Figure 1. Met1 routing.
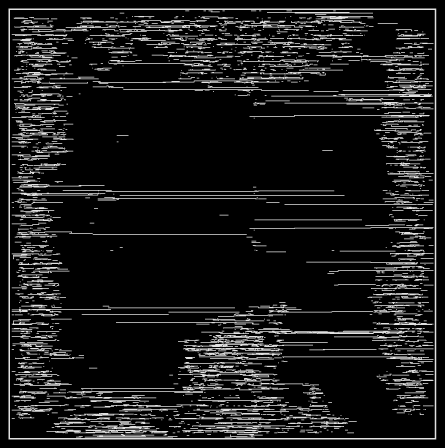
Figure 2. Metal 2.
The bar under the picture is 100 um long.
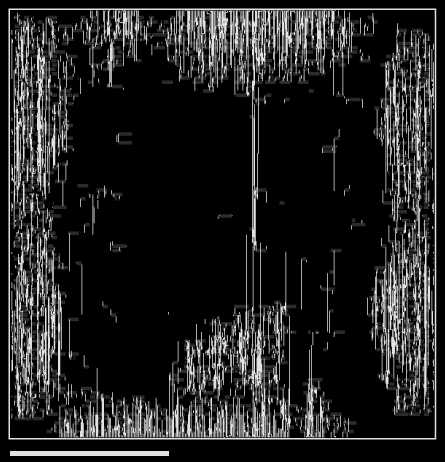
Figure 3. The metal 3 layer.
The bar under the picture is 100 um long.
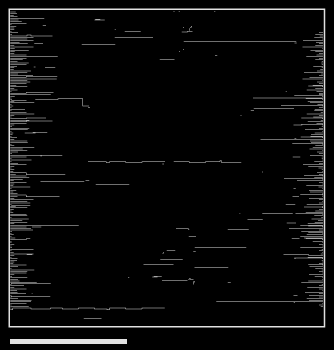
Figure 4. The metal 4 layer.
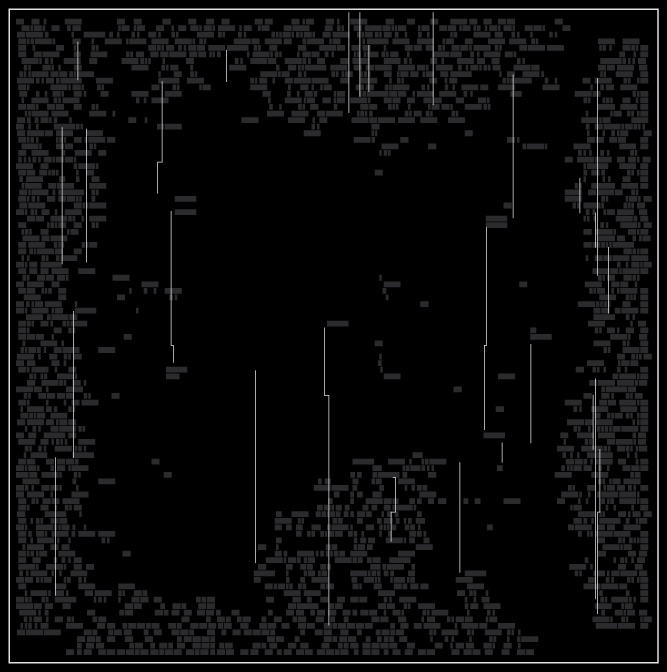
Figure 5. Routing congestion.
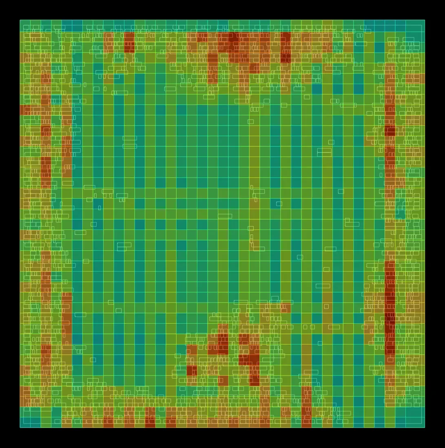
`src/rtl/mac_cluster_seq.sv`:
```
// Job sequencer in front of a single mac_cluster: configure, stream operand beats, drain the
// pipeline with zero operands, then hold the four accumulator results until the consumer takes them.
module mac_cluster_seq #(
  parameter int unsigned MacConfWidth = 4,
  parameter int unsigned MacMinWidth  = 8,
  parameter int unsigned MacAccWidth  = 32,
  parameter int unsigned LenWidth     = 16,
  parameter int unsigned PipeLat      = 4
) (
  input  logic                                clk_i,
  input  logic                                rst_i,
  input  logic                                cmd_valid_i,
  output logic                                cmd_ready_o,
  input  logic [4*MacAccWidth+MacConfWidth-1:0] cmd_cfg_i,
  input  logic [LenWidth-1:0]                 cmd_len_i,
  input  logic                                in_valid_i,
  output logic                                in_ready_o,
  input  logic [4*MacMinWidth-1:0]            in_a_i,
  input  logic [4*MacMinWidth-1:0]            in_b_i,
  output logic                                mac_cset_o,
  output logic [4*MacAccWidth+MacConfWidth-1:0] mac_cfg_o,
  output logic                                mac_en_o,
  output logic [4*MacMinWidth-1:0]            mac_a_o,
  output logic [4*MacMinWidth-1:0]            mac_b_o,
  input  logic [4*MacAccWidth-1:0]            mac_out_i,
  output logic                                res_valid_o,
  input  logic                                res_ready_i,
  output logic [4*MacAccWidth-1:0]            res_data_o,
  output logic                                busy_o
);

  localparam int unsigned CfgWidth   = 4 * MacAccWidth + MacConfWidth;
  localparam int unsigned ResWidth   = 4 * MacAccWidth;
  localparam int unsigned DrainWidth = $clog2(PipeLat + 1);

  typedef enum logic [2:0] {StIdle, StCfg, StRun, StDrain, StDone} state_e;

  state_e                state_q, state_d;
  logic [LenWidth-1:0]   cnt_q, cnt_d;
  logic [DrainWidth-1:0] drain_q, drain_d;
  logic [CfgWidth-1:0]   cfg_q, cfg_d;
  logic [ResWidth-1:0]   res_q, res_d;

  always_ff @(posedge clk_i) begin
    if (rst_i) begin
      state_q <= StIdle;
      cnt_q   <= '0;
      drain_q <= '0;
      cfg_q   <= '0;
      res_q   <= '0;
    end else begin
      state_q <= state_d;
      cnt_q   <= cnt_d;
      drain_q <= drain_d;
      cfg_q   <= cfg_d;
      res_q   <= res_d;
    end
  end

  always_comb begin
    state_d     = state_q;
    cnt_d       = cnt_q;
    drain_d     = drain_q;
    cfg_d       = cfg_q;
    res_d       = res_q;
    cmd_ready_o = 1'b0;
    in_ready_o  = 1'b0;
    mac_cset_o  = 1'b0;
    mac_en_o    = 1'b0;
    mac_a_o     = '0;
    mac_b_o     = '0;
    res_valid_o = 1'b0;
    unique case (state_q)
      StIdle: begin
        cmd_ready_o = 1'b1;
        if (cmd_valid_i) begin
          cfg_d   = cmd_cfg_i;
          cnt_d   = cmd_len_i;
          state_d = StCfg;
        end
      end
      StCfg: begin
        mac_cset_o = 1'b1;
        drain_d    = DrainWidth'(PipeLat);
        state_d    = (cnt_q != '0) ? StRun : StDrain;
      end
      StRun: begin
        in_ready_o = 1'b1;
        mac_a_o    = in_a_i;
        mac_b_o    = in_b_i;
        // Pipeline only advances on accepted beats, so gaps freeze it.
        mac_en_o   = in_valid_i;
        if (in_valid_i) begin
          cnt_d = cnt_q - LenWidth'(1);
          if (cnt_q == LenWidth'(1)) state_d = StDrain;
        end
      end
      StDrain: begin
        mac_en_o = 1'b1;
        drain_d  = drain_q - DrainWidth'(1);
        if (drain_q == DrainWidth'(1)) begin
          res_d   = mac_out_i;
          state_d = StDone;
        end
      end
      StDone: begin
        res_valid_o = 1'b1;
        if (res_ready_i) state_d = StIdle;
      end
      default: state_d = StIdle;
    endcase
  end

  assign mac_cfg_o  = cfg_q;
  assign res_data_o = res_q;
  assign busy_o     = (state_q != StIdle);

endmodule

```
`config.mk`:
```
export PLATFORM = sky130hd
export DESIGN_NAME = mac_cluster_seq
export DESIGN_NICKNAME = d
export VERILOG_FILES = /design/src/rtl/mac_cluster_seq.sv
export SDC_FILE = /design/constraint.sdc
export NUM_CORES = 1
export LEC_CHECK = 0
export CAP_MARGIN = 25
export CORE_AREA = 2 2 266 268
export DETAILED_ROUTE_END_ITERATION = 8
export DIE_AREA = 0 0 268 270
export REMOVE_ABC_BUFFERS = 1
export SETUP_SLACK_MARGIN = 0.02
export SYNTH_ARGS = -nofsm -noshare
export SYNTH_HDL_FRONTEND = slang
export SYNTH_SLANG_ARGS = --single-unit
```
`constraint.sdc`:
```
create_clock -name clk_i -period 3.1 [get_ports clk_i]
set_input_delay 0.31 -clock clk_i [delete_from_list [all_inputs] [get_ports clk_i]]
set_output_delay 0.31 -clock clk_i [all_outputs]
set_load 0.02 [all_outputs]
```
==> qor.yml <==
logic_synthesis:
  edf_count: 0
  ff_type: "dfxtp_1"
  postSynthCellCount: 1401
  synth_area_um2: 10700
floorplanning:
  fp_util_pct: 15.4
  num_rows: 97
  dieArea_um2: 72400
setup_path:
  critPathArrivalTime_ns: 2.60
  cp-end-kind: "primary output"
  r2r_end: "res_data_o[104]$_SDFFE_PP0P_"
  r2r_start: "drain_q[1]$_SDFFE_PP0P_"
placed_design:
  place_ws_ns: 0.620
global_route:
  grt_max_degree: 146
  met1_usage_pct: 13.9
  grt_pass1_vias: 11100
  antenna_found_initial: 1
timing:
  slew-limit-headroom_pct: 42.9
  finalWorstSetupSlack_ns: 0.188
  rsz0062_at_grt: "false"
  period_needed_ns: 2.91
  fin_crit_sh_pct: 93.9
  tightestPinTransition_ns: 0.857
clocking:
  numClockSinks: 282
  ctsHtreeMaxLevel: 2
route:
  antenna_left: 0
  drc: 0
run_status:
  status: "finished, final reports clean"
final_layout:
  final_common_cell: "clkdlybuf4s50_1"
  layout.nets: 2380
job:
  cap_viol_max_count: 0
hold_path:
  hp-class: "in -> reg"
power:
  leakagePower_nw: 6.78
Back to the opening pictures, Figure 1:
longest straight run = 142 um
wire length on this layer = 18600 um
share of all routed wire = 42%
main direction = horizontal
nets with wire on the layer = 2119

Back to the opening pictures, Figure 2:
longest straight run = 100 um
nets with wire on the layer = 1900
met2 Use GR: 18.8%
drt total wl: 44600 um

Back to the opening pictures, Figure 3:
nets with wire on the layer = 392
wire length on this layer = 4540 um
main direction = horizontal

Back to the opening pictures, Figure 4:
nets with wire on the layer = 12
longest straight run = 95.1 um
wire length on this layer = 1290 um
via count of the routed design: 11.6k

Back to the opening pictures, Figure 5:
most crowded layer after global routing: met2
Wirelength per Cell: 14.9 um
Tot GR Track Use: 11.6%
GRT met3 Usage: 4.56%
Finished Core Util: 28.4%

-- synthesized netlist by cell type (all sizes together) (6+ instances only) --
cell type  count
nor4           7
o21ai         12
a21oi        275
and2          66
nor2          19
or3            9
nand4          9
dfxtp        282
clkbuf       100
nor3           6
nand2        529
buf            8
inv           12
-- kinds of logic after synthesis --
| group | count (synthesis) | synth area share, % |
|---|---|---|
| adders and majority gates | 4 | 0.467 |
| DFF | 282 | 52.6 |
| and+or+nand+nor | 675 | 26.8 |
| AOI/OAI and AO/OA | 317 | 15.7 |
| buffers and inverters | 121 | 4.25 |
| muxes | 2 | 0.187 |
-- sequential cells by signal, indices dropped and copies added, names as in the netlist --
register    count
cnt_q          16
drain_q         3
mac_cfg_o     132
res_data_o    128
state_q         3
-- power breakdown --
part / internal (W) / leakage (nW) / switching (W)
sequential: 0.00394 / 2.29 / 0.000214
clock: 0.00237 / 0.546 / 0.00167
combinational: 0.00156 / 3.94 / 0.00179
-- worst max-delay path: stages (launching register included) --
cell             delay [ns]
dfxtp_1                0.40
or3b_2                 0.52
inv_2                  0.14
clkbuf_16              0.24
and2_1                 0.15
clkdlybuf4s50_1        0.61
-- area by class of cell --
cell class	count	share of cell area [%]
multi-input combinational	998	23.5
antenna	1	0.0127
timing repair buffer	700	35.9
sequential	282	28.6
clock buffer	52	5.34
tap	940	5.96
clock inverter	10	0.387
inverter	13	0.247
-- stage by stage --
step | area, um2 | util [%] | TNS [ns]
after CTS | 19700 | 28.3 | 0
after global placement | 18600 | 26.7 | 0
final | 19700 | 28.4 | 0
after detailed placement | 18600 | 26.7 | 0
after floorplan | 10300 | - | -379.11
after global routing | 19700 | 28.4 | 0
-- timing repair --
action | CTS | global route
hold buffers | 0 | 0
setup endpoints to repair | 0 | 4
gates resized | 0 | 1
No activity file was given, so power comes from the tool's default toggle rates.
